### config.mk
export PLATFORM = sky130hd
export DESIGN_NAME = rx_segment_router_flat
export DESIGN_NICKNAME = d
export VERILOG_FILES = /design/src/rtl/rx_segment_router_pkg.sv /design/src/rtl/rx_segment_router_if.sv /design/src/rtl/rx_segment_router_delay_line.sv /design/src/rtl/rx_segment_router.sv /design/src/flat_wrapper.sv
export SDC_FILE = /design/constraint.sdc
export NUM_CORES = 1
export LEC_CHECK = 0
export CELL_PAD_IN_SITES_DETAIL_PLACEMENT = 1
export CELL_PAD_IN_SITES_GLOBAL_PLACEMENT = 1
export CORE_AREA = 2 2 200 143
export CTS_CLUSTER_SIZE = 30
export DETAILED_ROUTE_END_ITERATION = 16
export DIE_AREA = 0 0 202 145
export GPL_ROUTABILITY_DRIVEN = 0
export PLACE_DENSITY = 0.84
export SKIP_LAST_GASP = 1
export SYNTH_ARGS = -nofsm -noshare
export SYNTH_HDL_FRONTEND = slang
export SYNTH_SLANG_ARGS = --single-unit
### constraint.sdc
create_clock -name rx_clk -period 10.85 [get_ports rx_clk]
set_input_delay 3.255 -clock rx_clk [delete_from_list [all_inputs] [get_ports rx_clk]]
set_output_delay 3.255 -clock rx_clk [all_outputs]
set_load 0.005 [all_outputs]
### src/rtl/rx_segment_router_pkg.sv
// rx_seg_pkg: shared types and helpers for rx_segment_router (FSM states, decision record, latency)
package rx_seg_pkg;
  localparam int MAX_CH = 256;
  localparam int CH_W = $clog2(MAX_CH);
  typedef enum logic [1:0] {IDLE, HDR, BODY} state_t;
  typedef struct packed {
    logic            keep;
    logic [CH_W-1:0] ch;
  } dec_t;
  function automatic int lat(input int off, input int bytes);
    return off + bytes + 1;
  endfunction
endpackage

### src/rtl/rx_segment_router_if.sv
// rx_seg_if: GMII receive side plus per-segment lane outputs; RX_SEG_STATS_EN adds counters
interface rx_seg_if #(parameter int NUM_CH = 50);
  logic [7:0]        rx_data;
  logic              rx_enable;
  logic [NUM_CH-1:0] ch_en;
  logic [7:0]        ch_data;
  logic              ch_sof;
  logic              ch_eof;
  logic              drop_pulse;
  logic              dec_ovf;
`ifdef RX_SEG_STATS_EN
  logic [NUM_CH*16-1:0] frame_cnt;
  logic [15:0]          drop_cnt;
  modport master (output rx_data, rx_enable,
                  input ch_en, ch_data, ch_sof, ch_eof, drop_pulse, dec_ovf, frame_cnt, drop_cnt);
  modport slave  (input rx_data, rx_enable,
                  output ch_en, ch_data, ch_sof, ch_eof, drop_pulse, dec_ovf, frame_cnt, drop_cnt);
`else
  modport master (output rx_data, rx_enable,
                  input ch_en, ch_data, ch_sof, ch_eof, drop_pulse, dec_ovf);
  modport slave  (input rx_data, rx_enable,
                  output ch_en, ch_data, ch_sof, ch_eof, drop_pulse, dec_ovf);
`endif
endinterface

### src/rtl/rx_segment_router_delay_line.sv
// rx_seg_delay_line: fixed-depth shift register with async active-low reset
module rx_seg_delay_line #(
  parameter int DEPTH = 1,
  parameter int WIDTH = 1
) (
  input  logic             rx_clk,
  input  logic             reset,
  input  logic [WIDTH-1:0] i_d,
  output logic [WIDTH-1:0] o_q
);
  logic [WIDTH-1:0] r_sr [DEPTH];
  // shift one stage per cycle, independent of the input stream
  always_ff @(posedge rx_clk or negedge reset)
    if (!reset) begin
      for (int i = 0; i < DEPTH; i++) r_sr[i] <= '0;
    end else begin
      r_sr[0] <= i_d;
      for (int i = 1; i < DEPTH; i++) r_sr[i] <= r_sr[i-1];
    end
  assign o_q = r_sr[DEPTH-1];
endmodule

### src/rtl/rx_segment_router.sv
// rx_segment_router: routes GMII frames to per-segment lanes by header ID; RX_SEG_STATS_EN adds frame/drop counters
module rx_segment_router
  import rx_seg_pkg::*;
#(
  parameter int NUM_CH        = 50,
  parameter int SEG_ID_OFFSET = 21,
  parameter int SEG_ID_BYTES  = 2,
  parameter int ID_BASE       = 0,
  parameter int DEC_DEPTH     = 2
) (
  input logic     rx_clk,
  input logic     reset,
  rx_seg_if.slave bus
);
  localparam int LAT   = lat(SEG_ID_OFFSET, SEG_ID_BYTES);
  localparam int IW    = 8 * SEG_ID_BYTES;
  localparam int ID_HI = SEG_ID_OFFSET + SEG_ID_BYTES - 1;
  localparam int QW    = DEC_DEPTH > 1 ? $clog2(DEC_DEPTH) : 1;
  typedef logic [QW:0] qc_t;

  logic [1:0]    r_rst_sync;
  logic          w_rst_n;
  logic [7:0]    r_in_data;
  logic          r_in_vld;
  logic [15:0]   r_cnt;
  state_t        r_state;
  logic [IW-1:0] r_id;
  logic [IW-1:0] w_id_nxt;
  logic [32:0]   w_rel;
  logic          w_hdr, w_id_byte, w_id_last, w_push;
  dec_t          w_push_dec;
  logic [7:0]    r_d1_data;
  logic          r_d1_vld, r_d1_sof;
  logic [10:0]   w_line_in, w_line_out;
  logic          w_lo_vld, w_lo_sof, w_lo_eof;
  logic [7:0]    w_lo_data;
  dec_t          r_q [DEC_DEPTH];
  logic [QW-1:0] r_wp, r_rp, w_wp_nxt, w_rp_nxt;
  qc_t           r_q_cnt, r_hole_n;
  logic          r_hole;
  logic          w_q_empty, w_q_full, w_hole_hit, w_pop, w_deq, w_acc, w_lost;
  dec_t          w_pop_dec, r_dec, w_dec;
  logic          w_fire;

  // async assert, synchronous release of the internal reset
  always_ff @(posedge rx_clk or negedge reset)
    if (!reset) r_rst_sync <= '0;
    else        r_rst_sync <= {r_rst_sync[0], 1'b1};
  assign w_rst_n = r_rst_sync[1];

  // register the GMII inputs and count bytes of the current valid run
  always_ff @(posedge rx_clk or negedge w_rst_n)
    if (!w_rst_n) begin
      r_in_data <= '0;
      r_in_vld  <= 1'b0;
      r_cnt     <= '0;
    end else begin
      r_in_data <= bus.rx_data;
      r_in_vld  <= bus.rx_enable;
      r_cnt     <= !r_in_vld ? '0 : (&r_cnt) ? r_cnt : r_cnt + 16'd1;
    end

  assign w_hdr      = r_state != BODY;
  assign w_id_byte  = r_in_vld && w_hdr && r_cnt >= 16'(SEG_ID_OFFSET) && r_cnt <= 16'(ID_HI);
  assign w_id_last  = r_in_vld && w_hdr && r_cnt == 16'(ID_HI);
  assign w_id_nxt   = IW'({r_id, r_in_data});
  assign w_rel      = 33'(w_id_nxt) - 33'(ID_BASE);
  assign w_push     = w_id_last || (r_state == HDR && !r_in_vld);
  assign w_push_dec = '{keep: w_id_last && !w_rel[32] && w_rel < 33'(NUM_CH), ch: w_rel[CH_W-1:0]};

  // header capture: assemble the big-endian ID, then wait out the body
  always_ff @(posedge rx_clk or negedge w_rst_n)
    if (!w_rst_n) begin
      r_state <= IDLE;
      r_id    <= '0;
    end else begin
      if (w_id_byte) r_id <= w_id_nxt;
      r_state <= !r_in_vld ? IDLE : (r_state == BODY || w_id_last) ? BODY : HDR;
    end

  // first delay stage: marks sof, and eof once the run is seen to have ended
  always_ff @(posedge rx_clk or negedge w_rst_n)
    if (!w_rst_n) begin
      r_d1_data <= '0;
      r_d1_vld  <= 1'b0;
      r_d1_sof  <= 1'b0;
    end else begin
      r_d1_data <= r_in_data;
      r_d1_vld  <= r_in_vld;
      r_d1_sof  <= r_in_vld && !r_d1_vld;
    end

  assign w_line_in = {r_d1_vld, r_d1_sof, r_d1_vld && !r_in_vld, r_d1_data};

  rx_seg_delay_line #(.DEPTH(LAT - 1), .WIDTH(11)) u_dly (
    .rx_clk(rx_clk),
    .reset (w_rst_n),
    .i_d   (w_line_in),
    .o_q   (w_line_out)
  );

  assign {w_lo_vld, w_lo_sof, w_lo_eof, w_lo_data} = w_line_out;

  assign w_q_empty  = r_q_cnt == '0;
  assign w_q_full   = r_q_cnt == qc_t'(DEC_DEPTH);
  assign w_hole_hit = r_hole && r_hole_n == '0;
  assign w_pop      = w_lo_vld && w_lo_sof;
  assign w_deq      = w_pop && !w_q_empty && !w_hole_hit;
  assign w_acc      = w_push && (!w_q_full || w_deq);
  assign w_lost     = w_push && !w_acc;
  assign w_wp_nxt   = r_wp == QW'(DEC_DEPTH - 1) ? '0 : r_wp + 1'b1;
  assign w_rp_nxt   = r_rp == QW'(DEC_DEPTH - 1) ? '0 : r_rp + 1'b1;
  assign w_pop_dec  = w_deq ? r_q[r_rp] : '0;
  assign w_dec      = w_lo_sof ? w_pop_dec : r_dec;
  assign w_fire     = w_lo_vld && w_dec.keep;

  // decision queue; a discarded push leaves a marker so its frame is dropped in order
  always_ff @(posedge rx_clk or negedge w_rst_n)
    if (!w_rst_n) begin
      for (int i = 0; i < DEC_DEPTH; i++) r_q[i] <= '0;
      r_wp     <= '0;
      r_rp     <= '0;
      r_q_cnt  <= '0;
      r_hole   <= 1'b0;
      r_hole_n <= '0;
    end else begin
      if (w_acc) begin
        r_q[r_wp] <= w_push_dec;
        r_wp      <= w_wp_nxt;
      end
      if (w_deq) r_rp <= w_rp_nxt;
      r_q_cnt <= r_q_cnt + qc_t'(w_acc) - qc_t'(w_deq);
      if (w_hole_hit || !r_hole) begin
        r_hole   <= w_lost;
        r_hole_n <= r_q_cnt;
      end else if (w_deq) r_hole_n <= r_hole_n - 1'b1;
    end

  // output stage: route each delayed byte by the decision latched at its sof
  always_ff @(posedge rx_clk or negedge w_rst_n)
    if (!w_rst_n) begin
      r_dec          <= '0;
      bus.ch_en      <= '0;
      bus.ch_data    <= '0;
      bus.ch_sof     <= 1'b0;
      bus.ch_eof     <= 1'b0;
      bus.drop_pulse <= 1'b0;
      bus.dec_ovf    <= 1'b0;
    end else begin
      if (w_pop) r_dec <= w_pop_dec;
      bus.ch_en      <= w_fire ? NUM_CH'(1) << w_dec.ch : '0;
      if (w_fire) bus.ch_data <= w_lo_data;
      bus.ch_sof     <= w_fire && w_lo_sof;
      bus.ch_eof     <= w_fire && w_lo_eof;
      bus.drop_pulse <= w_pop && !w_pop_dec.keep;
      bus.dec_ovf    <= bus.dec_ovf || w_lost || (w_pop && w_q_empty && !w_hole_hit);
    end

`ifdef RX_SEG_STATS_EN
  // per-channel forwarded-frame counters and saturating drop counter
  always_ff @(posedge rx_clk or negedge w_rst_n)
    if (!w_rst_n) begin
      bus.frame_cnt <= '0;
      bus.drop_cnt  <= '0;
    end else begin
      for (int c = 0; c < NUM_CH; c++)
        if (w_fire && w_lo_eof && w_dec.ch == CH_W'(c))
          bus.frame_cnt[c*16 +: 16] <= bus.frame_cnt[c*16 +: 16] + 16'd1;
      if (w_pop && !w_pop_dec.keep && !(&bus.drop_cnt)) bus.drop_cnt <= bus.drop_cnt + 16'd1;
    end
`endif
endmodule

### src/flat_wrapper.sv
// flat-port wrapper written by rule: the top's interface ports become plain ports
module rx_segment_router_flat import rx_seg_pkg::*;
#(
  parameter int NUM_CH        = 50,
  parameter int SEG_ID_OFFSET = 21,
  parameter int SEG_ID_BYTES  = 2,
  parameter int ID_BASE       = 0,
  parameter int DEC_DEPTH     = 2
)
  (rx_clk, reset, bus_rx_data, bus_rx_enable, bus_ch_en, bus_ch_data, bus_ch_sof, bus_ch_eof, bus_drop_pulse, bus_dec_ovf);
  rx_seg_if #(.NUM_CH(NUM_CH)) bus_i ();
  input logic rx_clk;
  input logic reset;
  input wire logic [$bits(bus_i.rx_data)-1:0] bus_rx_data;
  input wire logic [$bits(bus_i.rx_enable)-1:0] bus_rx_enable;
  output wire logic [$bits(bus_i.ch_en)-1:0] bus_ch_en;
  output wire logic [$bits(bus_i.ch_data)-1:0] bus_ch_data;
  output wire logic [$bits(bus_i.ch_sof)-1:0] bus_ch_sof;
  output wire logic [$bits(bus_i.ch_eof)-1:0] bus_ch_eof;
  output wire logic [$bits(bus_i.drop_pulse)-1:0] bus_drop_pulse;
  output wire logic [$bits(bus_i.dec_ovf)-1:0] bus_dec_ovf;
  assign bus_i.rx_data = bus_rx_data;
  assign bus_i.rx_enable = bus_rx_enable;
  assign bus_ch_en = bus_i.ch_en;
  assign bus_ch_data = bus_i.ch_data;
  assign bus_ch_sof = bus_i.ch_sof;
  assign bus_ch_eof = bus_i.ch_eof;
  assign bus_drop_pulse = bus_i.drop_pulse;
  assign bus_dec_ovf = bus_i.dec_ovf;
  rx_segment_router #(.NUM_CH(NUM_CH), .SEG_ID_OFFSET(SEG_ID_OFFSET), .SEG_ID_BYTES(SEG_ID_BYTES), .ID_BASE(ID_BASE), .DEC_DEPTH(DEC_DEPTH)) u_core (.rx_clk(rx_clk), .reset(reset), .bus(bus_i));
endmodule
==> images/final_congestion.png <==
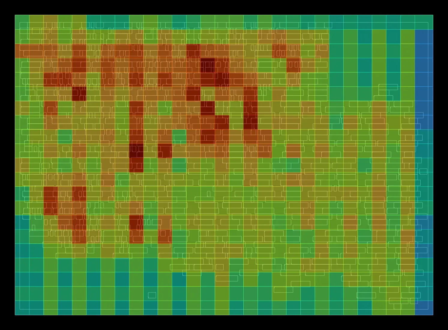
final core utilization: 53.2%
routed wire length per instance: 20.3 um
GRT Overall Usage: 18.4%
met1 Use GR: 23.6%

==> images/met3.png <==
Scale bar: 50 um.
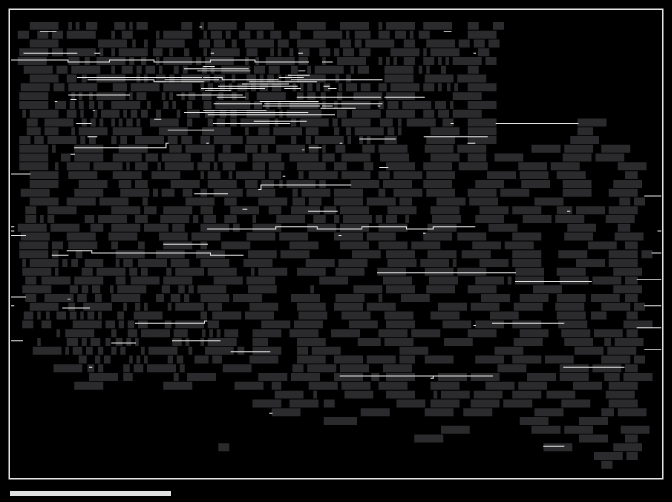
The longest straight run is 47.2 um. The wires run mostly horizontal.
total via count after detailed routing: 6457
sum of routed wire length over all layers: 25.4 mm
met3 GRT Util: 4.45%

==> images/met1.png <==
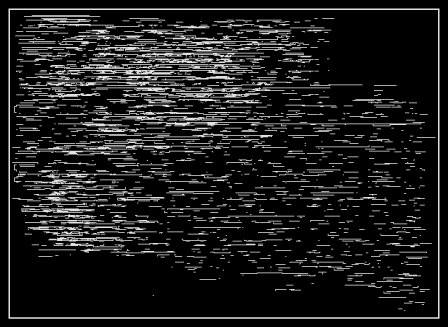
830 nets have wire on it. The layer carries 10400 um of wire. The layer holds 41% of the routed length.

==> images/met4.png <==
Scale bar: 50 um.
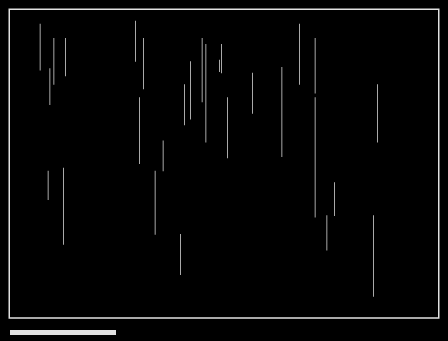
The layer holds 2.8% of the routed length. 18 nets have wire on it. The longest straight run is 56.4 um. The wires run mostly vertical.

==> images/met2.png <==
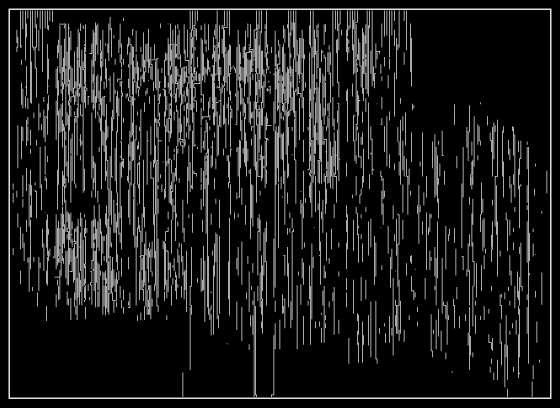
The longest straight run is 80.9 um. The wires run mostly vertical. The layer holds 51% of the routed length. 826 nets have wire on it.

==> notes.md <==
Flow results follow.

The longest individual stage delay on the worst path is 550 ps. After synthesis, the design contains 758 cells according to Yosys. The reg-to-reg critical path endpoint is u_core.bus.ch_en[11]$_DFF_PN0_. The slew at the pin closest to its max-slew limit is 1120 ps. In this run the layout overhead on the synthesized area is reported as 19.3%.

The endpoint kind of the worst setup timing path is an output pin. The internal power contribution is 2.46 mW. The run finished with clean final reports.

The floorplan step defined a die boundary enclosing 29300 um^2. In this run the number of cells on the critical path is 1. For reference, the final report shows the hold violation count at 0. For the worst reg-to-reg path, the startpoint reported by OpenROAD is u_core.u_dly.o_q[9]$_DFF_PN0_.

The count of multi-input gates is 329. Leaving out the clock tree, the finished layout contains a buffer count of 75. Per the repair_timing log after CTS, setup buffers inserted total 0. After synthesis, the netlist uses 58 different library cells.

The worst endpoint data arrival time is 1400 ps. The deepest level of the CTS H-tree is 2. Including well taps, the total number of placed cells is 1187. Once synthesis finished, the tally of register bits stood at 396.

For this design, the CTS-stage hold fixing added 0 buffers. The most common logic cell in the final layout is sky130_fd_sc_hd__dfrtp_1. The die is 202 um wide. The class of the tightest hold or removal check is flip-flop to async pin.

The simple logic cell fraction of the synthesized area is 8.10%. The leakage component of the power is 6.59 nW. Before CTS, the worst setup slack after placement is 6740 ps. The top cell types in the final layout, fill and taps aside, are 395 x sky130_fd_sc_hd__dfrtp_1, 81 x sky130_fd_sc_hd__nor2_1, 72 x sky130_fd_sc_hd__clkdlybuf4s50_1, 42 x sky130_fd_sc_hd__mux2_2, 37 x sky130_fd_sc_hd__clkbuf_16. The worst supply voltage drop on vdd is 0.129 mV. The net switching power figure is 899 uW. The post-layout minimum cycle time is 4660 ps. The setup slack of the critical path after layout is 6190 ps. The via-per-instance ratio is 5.16.

After Yosys synthesis, AND-OR and OR-AND compound gates account for 3.62% of the synthesized area. The number of sequential cells reported for the layout is 396.
Power is estimated from default activity; no workload was simulated.
